[src/rtl/ufp_div_seq.sv]
// Sequential unsigned fixed-point divider (restoring, one quotient bit per clock).
// Define UFP_DIV_ROUND_EN to add a guard quotient bit with round-half-up.
module ufp_div_seq #(
  parameter int IW   = 8,
  parameter int QW   = 8,
  parameter int CLIP = 0
) (
  input  logic                 clk,
  input  logic                 rst_n,
  input  logic                 in_valid,
  output logic                 in_ready,
  input  logic [IW+QW-1:0]     x_val,
  input  logic [IW+QW-1:0]     y_val,
  output logic                 out_valid,
  input  logic                 out_ready,
  output logic [IW+QW-1:0]     out_val,
  output logic                 clipping,
  output logic                 div_by_zero,
  output logic                 busy
);

  localparam int W = IW + QW;
`ifdef UFP_DIV_ROUND_EN
  localparam int ITER = W + QW + 1;
`else
  localparam int ITER = W + QW;
`endif
  localparam int CW = $clog2(ITER + 1);
  localparam logic [CW-1:0] ITER_C = CW'(ITER);

  typedef enum logic [1:0] {
    S_IDLE = 2'd0,
    S_CALC = 2'd1,
    S_DONE = 2'd2
  } state_t;

  state_t          state_q;
  logic [ITER-1:0] n_q;
  logic [W-1:0]    d_q;
  logic [W:0]      r_q;
  logic [ITER-1:0] q_q;
  logic [CW-1:0]   cnt_q;
  logic            in_ready_q;
  logic            out_valid_q;
  logic [W-1:0]    out_val_q;
  logic            clipping_q;
  logic            div_by_zero_q;
  logic            busy_q;

  logic [W:0]      r_shift_s;
  logic            r_ge_s;
  logic [W:0]      r_d;
  logic [ITER-1:0] q_d;
  logic            ovf_s;
  logic [W-1:0]    res_s;
  logic [W-1:0]    result_s;
  logic            r_unused_s;

  // The remainder stays below D after every step, so its top bit is never read.
  assign r_unused_s = r_q[W];

  // One restoring-division step: shift in the next dividend bit, trial-subtract D.
  always_comb begin
    r_shift_s = {r_q[W-1:0], n_q[ITER-1]};
    r_ge_s    = (r_shift_s >= {1'b0, d_q});
    if (r_ge_s) begin
      r_d = r_shift_s - {1'b0, d_q};
    end else begin
      r_d = r_shift_s;
    end
    q_d = {q_q[ITER-2:0], r_ge_s};
  end

`ifdef UFP_DIV_ROUND_EN
  logic [ITER-1:0] q_rnd_s;
  // Guard bit rounds half up; a carry out of the low W bits is overflow.
  assign q_rnd_s = {1'b0, q_q[ITER-1:1]} + {{(ITER-1){1'b0}}, q_q[0]};
  assign ovf_s   = |q_rnd_s[ITER-1:W];
  assign res_s   = q_rnd_s[W-1:0];
`else
  assign ovf_s = |q_q[ITER-1:W];
  assign res_s = q_q[W-1:0];
`endif

  // Overflow policy: saturate when CLIP is set, otherwise keep the low W bits.
  always_comb begin
    if ((CLIP != 0) && ovf_s) begin
      result_s = {W{1'b1}};
    end else begin
      result_s = res_s;
    end
  end

  // Control FSM with datapath and registered outputs.
  always_ff @(posedge clk or negedge rst_n) begin
    if (!rst_n) begin
      state_q       <= S_IDLE;
      n_q           <= '0;
      d_q           <= '0;
      r_q           <= '0;
      q_q           <= '0;
      cnt_q         <= '0;
      in_ready_q    <= 1'b0;
      out_valid_q   <= 1'b0;
      out_val_q     <= '0;
      clipping_q    <= 1'b0;
      div_by_zero_q <= 1'b0;
      busy_q        <= 1'b0;
    end else begin
      case (state_q)
        S_IDLE: begin
          in_ready_q <= 1'b1;
          if (in_valid && in_ready_q) begin
            n_q        <= {x_val, {(ITER-W){1'b0}}};
            d_q        <= y_val;
            r_q        <= '0;
            q_q        <= '0;
            cnt_q      <= ITER_C;
            in_ready_q <= 1'b0;
            busy_q     <= 1'b1;
            if (y_val == {W{1'b0}}) begin
              state_q       <= S_DONE;
              out_valid_q   <= 1'b1;
              out_val_q     <= {W{1'b1}};
              clipping_q    <= 1'b1;
              div_by_zero_q <= 1'b1;
            end else begin
              state_q       <= S_CALC;
              clipping_q    <= 1'b0;
              div_by_zero_q <= 1'b0;
            end
          end
        end
        S_CALC: begin
          if (cnt_q != {CW{1'b0}}) begin
            r_q   <= r_d;
            q_q   <= q_d;
            n_q   <= {n_q[ITER-2:0], 1'b0};
            cnt_q <= cnt_q - {{(CW-1){1'b0}}, 1'b1};
          end else begin
            state_q       <= S_DONE;
            out_valid_q   <= 1'b1;
            out_val_q     <= result_s;
            clipping_q    <= ovf_s;
            div_by_zero_q <= 1'b0;
          end
        end
        S_DONE: begin
          if (out_ready) begin
            state_q     <= S_IDLE;
            out_valid_q <= 1'b0;
            busy_q      <= 1'b0;
            in_ready_q  <= 1'b1;
          end else begin
            out_valid_q <= 1'b1;
          end
        end
        default: begin
          state_q     <= S_IDLE;
          out_valid_q <= 1'b0;
          busy_q      <= 1'b0;
          in_ready_q  <= 1'b0;
        end
      endcase
    end
  end

  assign in_ready    = in_ready_q;
  assign out_valid   = out_valid_q;
  assign out_val     = out_val_q;
  assign clipping    = clipping_q;
  assign div_by_zero = div_by_zero_q;
  assign busy        = busy_q;

endmodule

[config.mk]
export PLATFORM = sky130hd
export DESIGN_NAME = ufp_div_seq
export DESIGN_NICKNAME = d
export VERILOG_FILES = /design/src/rtl/ufp_div_seq.sv
export SDC_FILE = /design/constraint.sdc
export NUM_CORES = 1
export LEC_CHECK = 0
export ABC_CLOCK_PERIOD_IN_PS = 4500
export CAP_MARGIN = 5
export CORE_MARGIN = 10
export CORE_UTILIZATION = 30
export CTS_CLUSTER_SIZE = 25
export DETAILED_ROUTE_END_ITERATION = 10
export GPL_TIMING_DRIVEN = 0
export HOLD_SLACK_MARGIN = 0.06
export PLACE_DENSITY = 0.49
export SLEW_MARGIN = 25
export SYNTH_ARGS = -nofsm -noshare
export SYNTH_HDL_FRONTEND = slang
export SYNTH_SLANG_ARGS = --single-unit
[constraint.sdc]
create_clock -name clk -period 4.5 [get_ports clk]
set_clock_uncertainty 0.1 [all_clocks]
set_input_delay 0.675 -clock clk [delete_from_list [all_inputs] [get_ports clk]]
set_output_delay 0.675 -clock clk [all_outputs]
set_load 0.005 [all_outputs]
**Met3 routing**

Drawn at 3 px/µm.
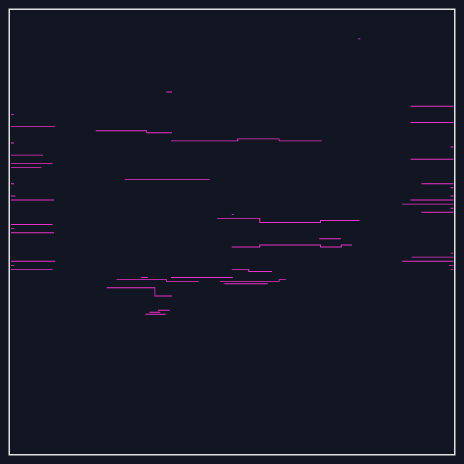
share of all routed wire: 4.7%
wire length on this layer: 595 µm

**Cells by drive strength**

Drawn at 3 px/µm.
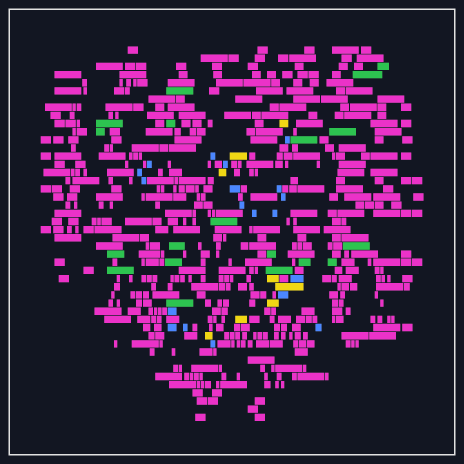
[_6 and larger] green | cells: 19 | share: 3.5%
[_3 and _4 cells] yellow | cells: 8 | share: 1.5%
[_0 and _1 cells] magenta | cells: 496 | share: 92%
[_2 cells] blue | cells: 19 | share: 3.5%
Area growth syn-to-layout: 23.62%
layout buffer count excluding clock buffers: 84

**The clock network**

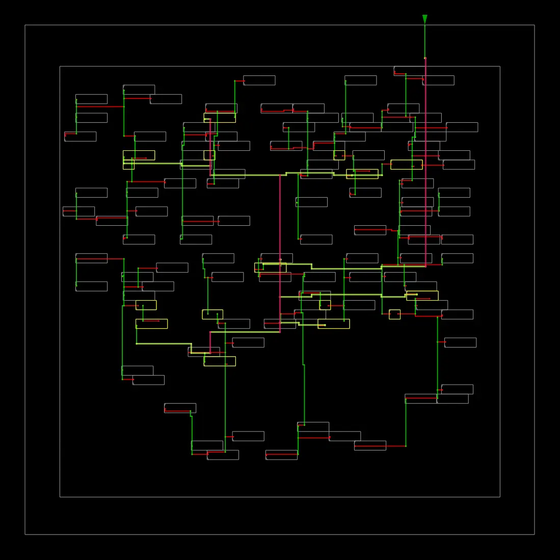
clock sink count: 100
clock network power consumption: 0.000784 W

**Signal metal coverage by tile**

Drawn at 2 px/µm. The die is cut into 30 by 30 equal tiles; black is low, pale yellow is high, scaled to the fullest tile. Values are wire area over tile area, all layers added.
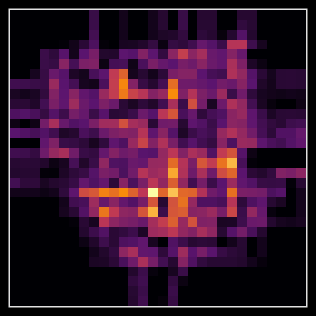
densest ninth of the die: middle
fullest tile: 0.53
emptiest ninth of the die: bottom left
nearly empty tiles: 32%
tiles over half the peak: 5.6%
mean over tiles: 0.090
via count: 3781
combined global-route utilization of all metal layers: 0.1224
Avg WL per Cell: 16.80 µm

**Register map, names as in the netlist**

Drawn at 2 px/µm. Other sequential cells in the stronger gray, the rest of the logic in the fainter gray.
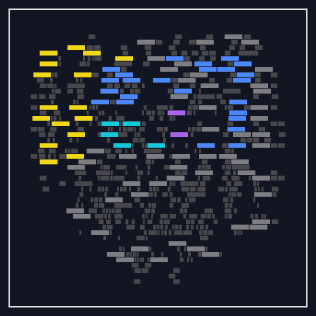
[cnt_q] cyan | flops: 5
[q_q] blue | flops: 24
[state_q] purple | flops: 2
[n_q] yellow | flops: 16
not colored: 53

state kept, by name, summed over array words and instances (netlist names):
name         cells
n_q             16
busy             1
clipping         1
cnt_q            5
out_val         16
q_q             24
state_q          2
in_ready         1
out_valid        1
div_by_zero      1
d_q             16
r_q             16
worst paths after layout:
path                                      endpoint  slack, ps  depth (start not counted)
min in group clk               n_q[20]$_DFFE_PN0P_        380                          2
max                        out_val[13]$_DFFE_PN0P_       1620                          7
max in group asynchronous       r_q[2]$_DFFE_PN0P_       3520                          2
min                         out_val[9]$_DFFE_PN0P_        150                          1
max reg2reg                    r_q[14]$_DFFE_PN0P_       1800                         10
min reg2reg                    n_q[20]$_DFFE_PN0P_        380                          2
==> CHANGELOG.md <==
## Implementation

* Path type of the worst min-delay path: in2async
* Clock insertion delay at the later pin of the skew report at 360 ps
* Critical path buffers and inverters at 2
* Cell type of the slowest stage on the worst timing path: sky130_fd_sc_hd__nor4_1
* Number of multi-input combinational cells in the layout at 318
* Async SR Flop Fraction at 1.000
* Clock period minus worst slack at 2881 ps
* Post-CTS clock slew at the launch and capture registers of the worst setup and hold paths at 80 ps
* Final Core Density at 0.3798
* Max-slew headroom at 0.4023
* Die Outline Area at 21910 µm²
* Commonest cells post-synth: 100 x sky130_fd_sc_hd__dfrtp_1, 58 x sky130_fd_sc_hd__nand2_1, 41 x sky130_fd_sc_hd__o21ai_0
* Largest power group: combinational logic
* Sequential cell count at 100
* Number of warnings the tools reported at 27
* Cts hold-fix bufs at 0
* Floorplan utilization at 0.3072
* Top_reg_cell synth: sky130_fd_sc_hd__dfrtp_1
* Cell area leaders: sky130_fd_sc_hd__dfrtp_1 51%, sky130_fd_sc_hd__a22o_1 4.8%, sky130_fd_sc_hd__ha_1 4.6%
* Syn Area/Cell at 10.48 µm²
* Most common cell after layout, fill and taps aside: sky130_fd_sc_hd__dfrtp_1
* Number of distinct library cells after synthesis at 57
* Total routed wire length on the met1 layer at 6.096 mm
* Standby leakage power at 2.638 nW
* Worst Hold Slack at 146.3 ps
* Xor/xnor share at 0.02316
* Detailed route wirelength on metal3 at 594 µm
* Synth warnings at 0
* Clock buffers created by TritonCTS at 9
* Chip area in the Yosys report at 4916 µm²
* Weighted congestion at the end of routability-driven global placement at 0.8142
* Maximum clock rate at 347.1 MHz
* Global-route track usage on met2 at 0.1905
* Worst Tran Pin Value at 891.7 ps
* Remaining antenna violation count after routing at 0
* Critical path's largest stage delay at 560 ps
* Post-detail-place hpwl at 9.315 mm
* Final Hold Viols at 0
* Setup repair bufs after CTS at 0
* Area of combinational cells with multiple inputs at 2180 µm²
* Gr busiest metal: met2
* Met2 WL post-DR at 5.917 mm
* Pin count of the biggest net entering global routing at 53
* Count of H-tree levels built during CTS at 3
* Mean number of vias per cell at 4.988
* Worst Path Required at 4700 ps
* Most used cells in the layout excluding fill and tap cells: 100 x sky130_fd_sc_hd__dfrtp_1, 58 x sky130_fd_sc_hd__nand2_1, 55 x sky130_fd_sc_hd__clkdlybuf4s50_1
* Max VDD drop at 0.2582 mV
* Syn Nets at 524
* Setup repair after global routing missed its margin: false
* Nature of the critical path endpoint: flop
* Power dissipated in sequential cells at 0.00147 W
* Tcrit/Tclk final at 0.6402
* Met3 usage in global routing at 0.03755
* Grt met1 use at 0.1625
* Result of the run: finished clean
* Launching point of the worst reg2reg path: n_q[23]$_DFFE_PN0P_
* Sequential element share of the synthesized area at 0.5090
* Worst endpoint data arrival time at 3080 ps
* Number of register bits inferred by synthesis at 100
* Total power of the final layout at 0.004568 W
* Synthesized instance count at 469
* Number of pins with negative max-slew slack in the final report at 0
* Fraction of power consumed by sequential logic at 0.322
* Category of the critical setup timing path: in2reg
* Number of flops mapped to enable cells by yosys at 0
* Vias in the first global route at 4005
* Number of cells upsized or downsized after cts at 0
* Startpoint of the most critical setup path: y_val[10]
* Largest class: flip-flops and latches
* Fraction of area in clock buffers and inverters at 0.04962
* Net switching power figure at 0.001953 W
* Initial antenna violation count at 0
* Die outline width at 148.0 µm
* DRT iter0 DRCs at 205
* Area share of the largest cell type after synthesis at 0.5090
* CTS tree: done
* Simple-gate area share of the yosys netlist at 0.1400
* Mux share at 0.03461
* Std cell rows at 46
* Share of cells above drive strength 1 at 0.08487
* Post-detailed-route DRC marker count at 0
* Post-layout nets at 592
* Setup violation total in the final timing report at 0
* Uppermost routed layer: met4
* Critical-path cell list: clkdlybuf4s50_1, nor4_1, and4_1, a31oi_1, nor3_4, buf_2, o22a_1
* Part of the total power dissipated in combinational logic at 0.506
* Wire length of the first global-routing pass at 21.61 mm
* Number of clock buffer instances in the layout at 9
* Worst-case setup slack after placement at 1284 ps
* Cell taking the most area after synthesis: sky130_fd_sc_hd__dfrtp_1
* Top Family by Delay on Critical Path: simple AND/OR/NAND/NOR gates
* Cell at the root of the clock tree: sky130_fd_sc_hd__clkbuf_16
* Most numerous cell in the Yosys netlist: sky130_fd_sc_hd__dfrtp_1
* Minimum setup slack in the final design at 1619 ps
* Filler cells at 1634
* Final routed wirelength across all metal layers at 12.74 mm
* Power density over the cells at 751.7 nW/µm²
* Global route total overflow at 0
* Number of max-capacitance violations reported at 0
* Non-filler cells, final at 758
* Number of input and output port buffers inserted at 56
* Sequential fraction of total cell area at 0.4118
* Count of inserted antenna diode cells at 0
* Internal portion of total power at 0.002615 W
* Number of well taps at 216
* Floorplan Core Area at 16000 µm²
* Switching share of total power at 0.4275
* Adder-Cell Fraction of Synth Area at 0.04989
* Largest family of logic cells by area: AND-OR/OR-AND gates
* Total area of sequential cells at 2502 µm²
* AO/OA Area Share at 0.1957
* Boundary pin count at 57
* Power dissipated in combinational cells at 0.00231 W
* Cell area after technology mapping at 4916 µm²
* Maximum clock path buffer count at 2
Power figures rest on the tool's default switching activity, not on a simulated workload.
